### Cell classes on the final placement

Scale: 1 px per um.
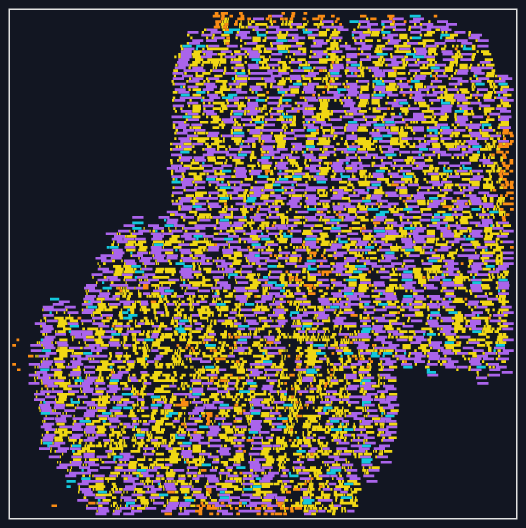
### Register map, names as in the netlist

Scale: 1 px per um. Other sequential cells in the stronger grey, the rest of the logic in the fainter grey.
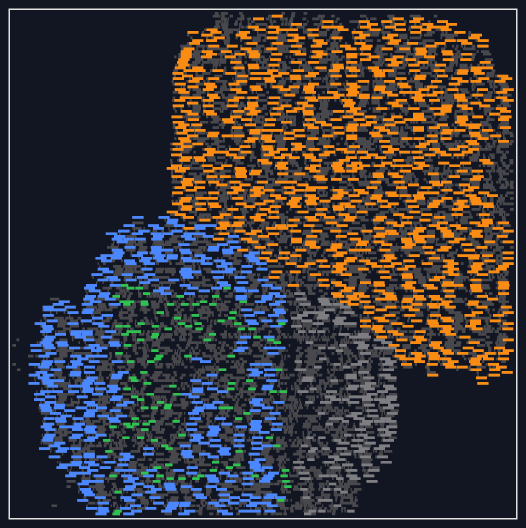
### Met3 routing

Scale: 1 px per um.
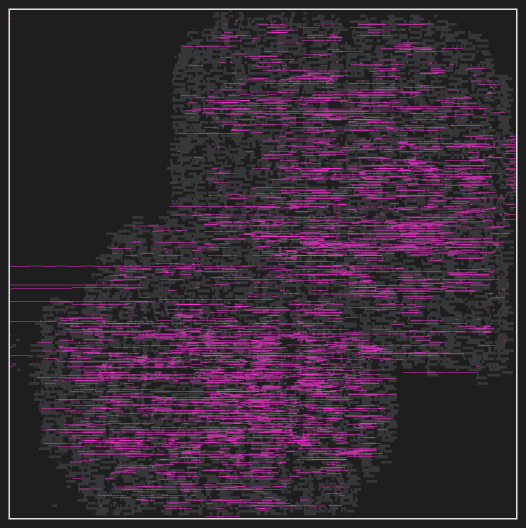
### Cell placement

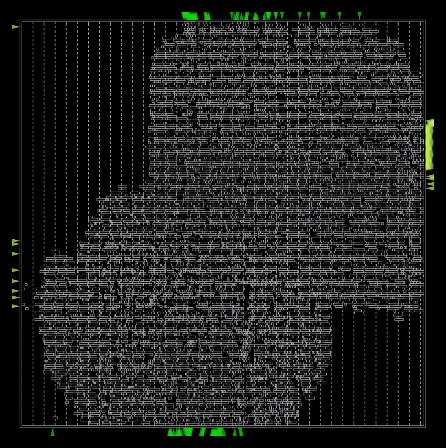
==> config.mk <==
export PLATFORM = sky130hd
export DESIGN_NAME = rename_reg_file
export DESIGN_NICKNAME = d
export VERILOG_FILES = /design/src/rtl/rename_reg_file.sv
export SDC_FILE = /design/constraint.sdc
export NUM_CORES = 2
export LEC_CHECK = 0
export CAP_MARGIN = 10
export CORE_AREA = 2 2 504 506
export DETAILED_ROUTE_END_ITERATION = 6
export DIE_AREA = 0 0 506 508
export SYNTH_ARGS = -nofsm -noshare
export SYNTH_HDL_FRONTEND = slang
export SYNTH_SLANG_ARGS = --single-unit
export TNS_END_PERCENT = 100
==> constraint.sdc <==
create_clock -name clk -period 8.9 [get_ports clk]
set_input_delay 1.78 -clock clk [delete_from_list [all_inputs] [get_ports clk]]
set_output_delay 1.78 -clock clk [all_outputs]
set_load 0.01 [all_outputs]
==> results.txt <==
flow finished, numbers: outcome finished, final reports clean, TritonCTS clock tree yes, die span in y 508 um, logic area 44200 um2, Cell Pwr Density 189 nW/um2, chip area line of the yosys report 100000 um2, startpoint class of the critical path input pin, H-tree lvl count 4, Final GP Congestion 1.00, share of cells above drive strength 1 21.2%, flops out of synthesis 1834, drt initial violations 11300, RSZ-0062 raised after global routing no, max FFs per register 1024, clk buf depth 3, fillers 22400, Max Freq 0.120 GHz, first drt pass iteration count 7, number of clock sinks 1834, total of max-cap violations 0, total negative slack 0 ns, YS warnings 0, chip area 257000 um2, Worst Tran Pin Value 1.32 ns, Synth Cell Area 100000 um2, post-CTS resize count 0, post-CTS setup buffer count 0, Final Slew Violations 0, Syn Area/Cell 13.3 um2, Port Buffer Count 147, WP data required 7.12 ns, reg2reg setup slack 4.56 ns, worst setup path category input pin to output port, Via density 6.48, Placed Cells incl. Taps 10600, Post-synth seq share 53.2%, Yosys top cell by area edfxtp_1, clock slew at reported path FFs 0.06 ns, antenna-violating nets left 0, largest cells by area after synthesis edfxtp_1 (50%), mux4_2 (18%), and2_1 (6.2%), top-area cell type share of the netlist area 49.8%, fin nets 7499, CTS buffer count 200, Ports 148, DRC 0, Final HPWL DP 230000 um, largest net degree at the start of global routing 131, Reg2Reg Depth 10, WL per Instance 34.3 um, CTS root buf clkbuf_16, final setup fails 0, Peak VDD IR 0.000214 V, CP Max Fanout 64, first-pass GRT wire length 529000 um, Worst Skew 0.0519 ns, crit path time final 8.34 ns, crit share post-route 93.7%, die width 506 um, worst hold slack 0.466 ns, initial antenna violation count 29, hold-fix buffers at CTS 0, Dominant flop cell edfxtp_1, hold path cells 2, worst relative slew slack 11.8%, Worst Setup End Kind output port, asr flop ratio synth 0%, Synth cell types 79, OpenROAD warning count 40, EDFF count, synth 1660, All-Layer GR Usage 28.7%, GR Overflow Total 0, floorplan utilization 39.7%, min-delay worst type register to register, leakage 38.2 nW, Yosys Instances 7536, Final Hold Viols 0, Worst Path Arrival 6.56 ns, Synth Instances 7536, number of global-route vias before repair 69600, Worst-Skew Late Latency 0.89 ns, P&R area growth vs syn 12.2%
Notes on 'Cell classes on the final placement' above:
Key: remaining buffers and delay cells = orange [cells 383]; remaining logic cells = yellow [cells 4992]; clock drivers and dummy loads = cyan [cells 373]; registers = purple [cells 1834]
# rows: 185
flop share of the area: 47.5%
fin util: 44.5%
Core Region: 252000 um2
cell area after layout: 112000 um2

Notes on 'Register map, names as in the netlist' above:
Key: ck_tag_q = blue [placed flops 512]; v_q = orange [placed flops 1024]; tag_q = green [placed flops 128]
Seq. pwr: 0.00995 W
Flop area: 53300 um2

Notes on 'Met3 routing' above:
The layer holds 12% of the routed length. 1039 nets have wire on it.
final WL: 376000 um
via count: 71000
met3 Usage GRT: 7.26%

Notes on 'Cell placement' above:
Tapcell Cnt: 3366
Finished Layout Cells: 11000

==> per-layer routing <==
metal | part of all wire [%] | global-route usage (%)
met1 | 36 | 37.7
met2 | 45 | 43.8
met3 | 12 | 7.26
met4 | 6.1 | 15.2
met5 | 0.023 | 0
==> synth_stat cells, drive strengths merged, types with 27 or more instances <==
cell type and number:
edfxtp 1660, or2 38, and2 998, a221oi 32
nor2b 27, dfxtp 174, a211oi 73, nand2 229
mux4 821, inv 31, mux2i 468, buf 195
clkbuf 546, a21oi 228, nor2 1075, o221ai 42
o22ai 33, o21ai 243, a22oi 146, nor3 40
mux2 93
==> power by group <==
group	internal [W]	switching [W]
Clock	0.00508	0.00375
Sequential	0.00975	0.000204
Combinational	0.000976	0.00152
Total	0.0158	0.00547
==> layout make-up <==
class / instances / area share, %
diodes: 8 / 0.0178
multi-input cells: 4958 / 39.4
repair buffers: 383 / 3.18
well taps: 3366 / 3.75
flip-flops and latches: 1834 / 47.5
clock buffers: 241 / 4.69
clock inverters: 132 / 1.43
inverters: 34 / 0.120
==> critical path, cell delays in order <==
cell and delay [ns]:
buf_8 0.51, mux4_2 0.60, mux4_2 0.52, mux2i_1 0.51
nor3_1 0.13, nand4_1 0.15, buf_12 0.25, nor2_1 0.08
a211oi_1 1.02, clkdlybuf4s50_1 0.73
==> stage by stage <==
step / power (W) / worst slack, ns / area [um2]
after detailed placement: 0.0126 / 0.944 / 105000
after global placement: 0.0125 / 0.902 / 105000
after CTS: 0.0213 / 0.938 / 112000
final: 0.0213 / 0.560 / 112000
after floorplan: 0.0115 / 2.28 / 100000
after global routing: 0.0217 / 0.685 / 112000
==> cell usage in the layout (no fill, tap or decap), types with 92 or more instances in the layout <==
master / n
mux2_2: 92
mux4_2: 821
clkbuf_16: 203
nand2_1: 221
edfxtp_1: 1660
o21ai_0: 223
clkdlybuf4s50_1: 132
nor2_1: 1033
a21oi_1: 224
dfxtp_1: 174
buf_4: 215
mux2i_1: 468
and2_1: 996
a22oi_1: 146
==> kinds of logic after synthesis <==
group                    share of synthesized area [%]
other                                          0.00374
adder cells (fa/ha/maj)                          0.235
AND-OR/OR-AND                                     6.22
buffers and inverters                             3.18
AND/OR/NAND/NOR                                   12.6
XOR/XNOR                                         0.332
flip-flops                                        53.2
multiplexers                                      24.2
Power is estimated from default activity; no workload was simulated.
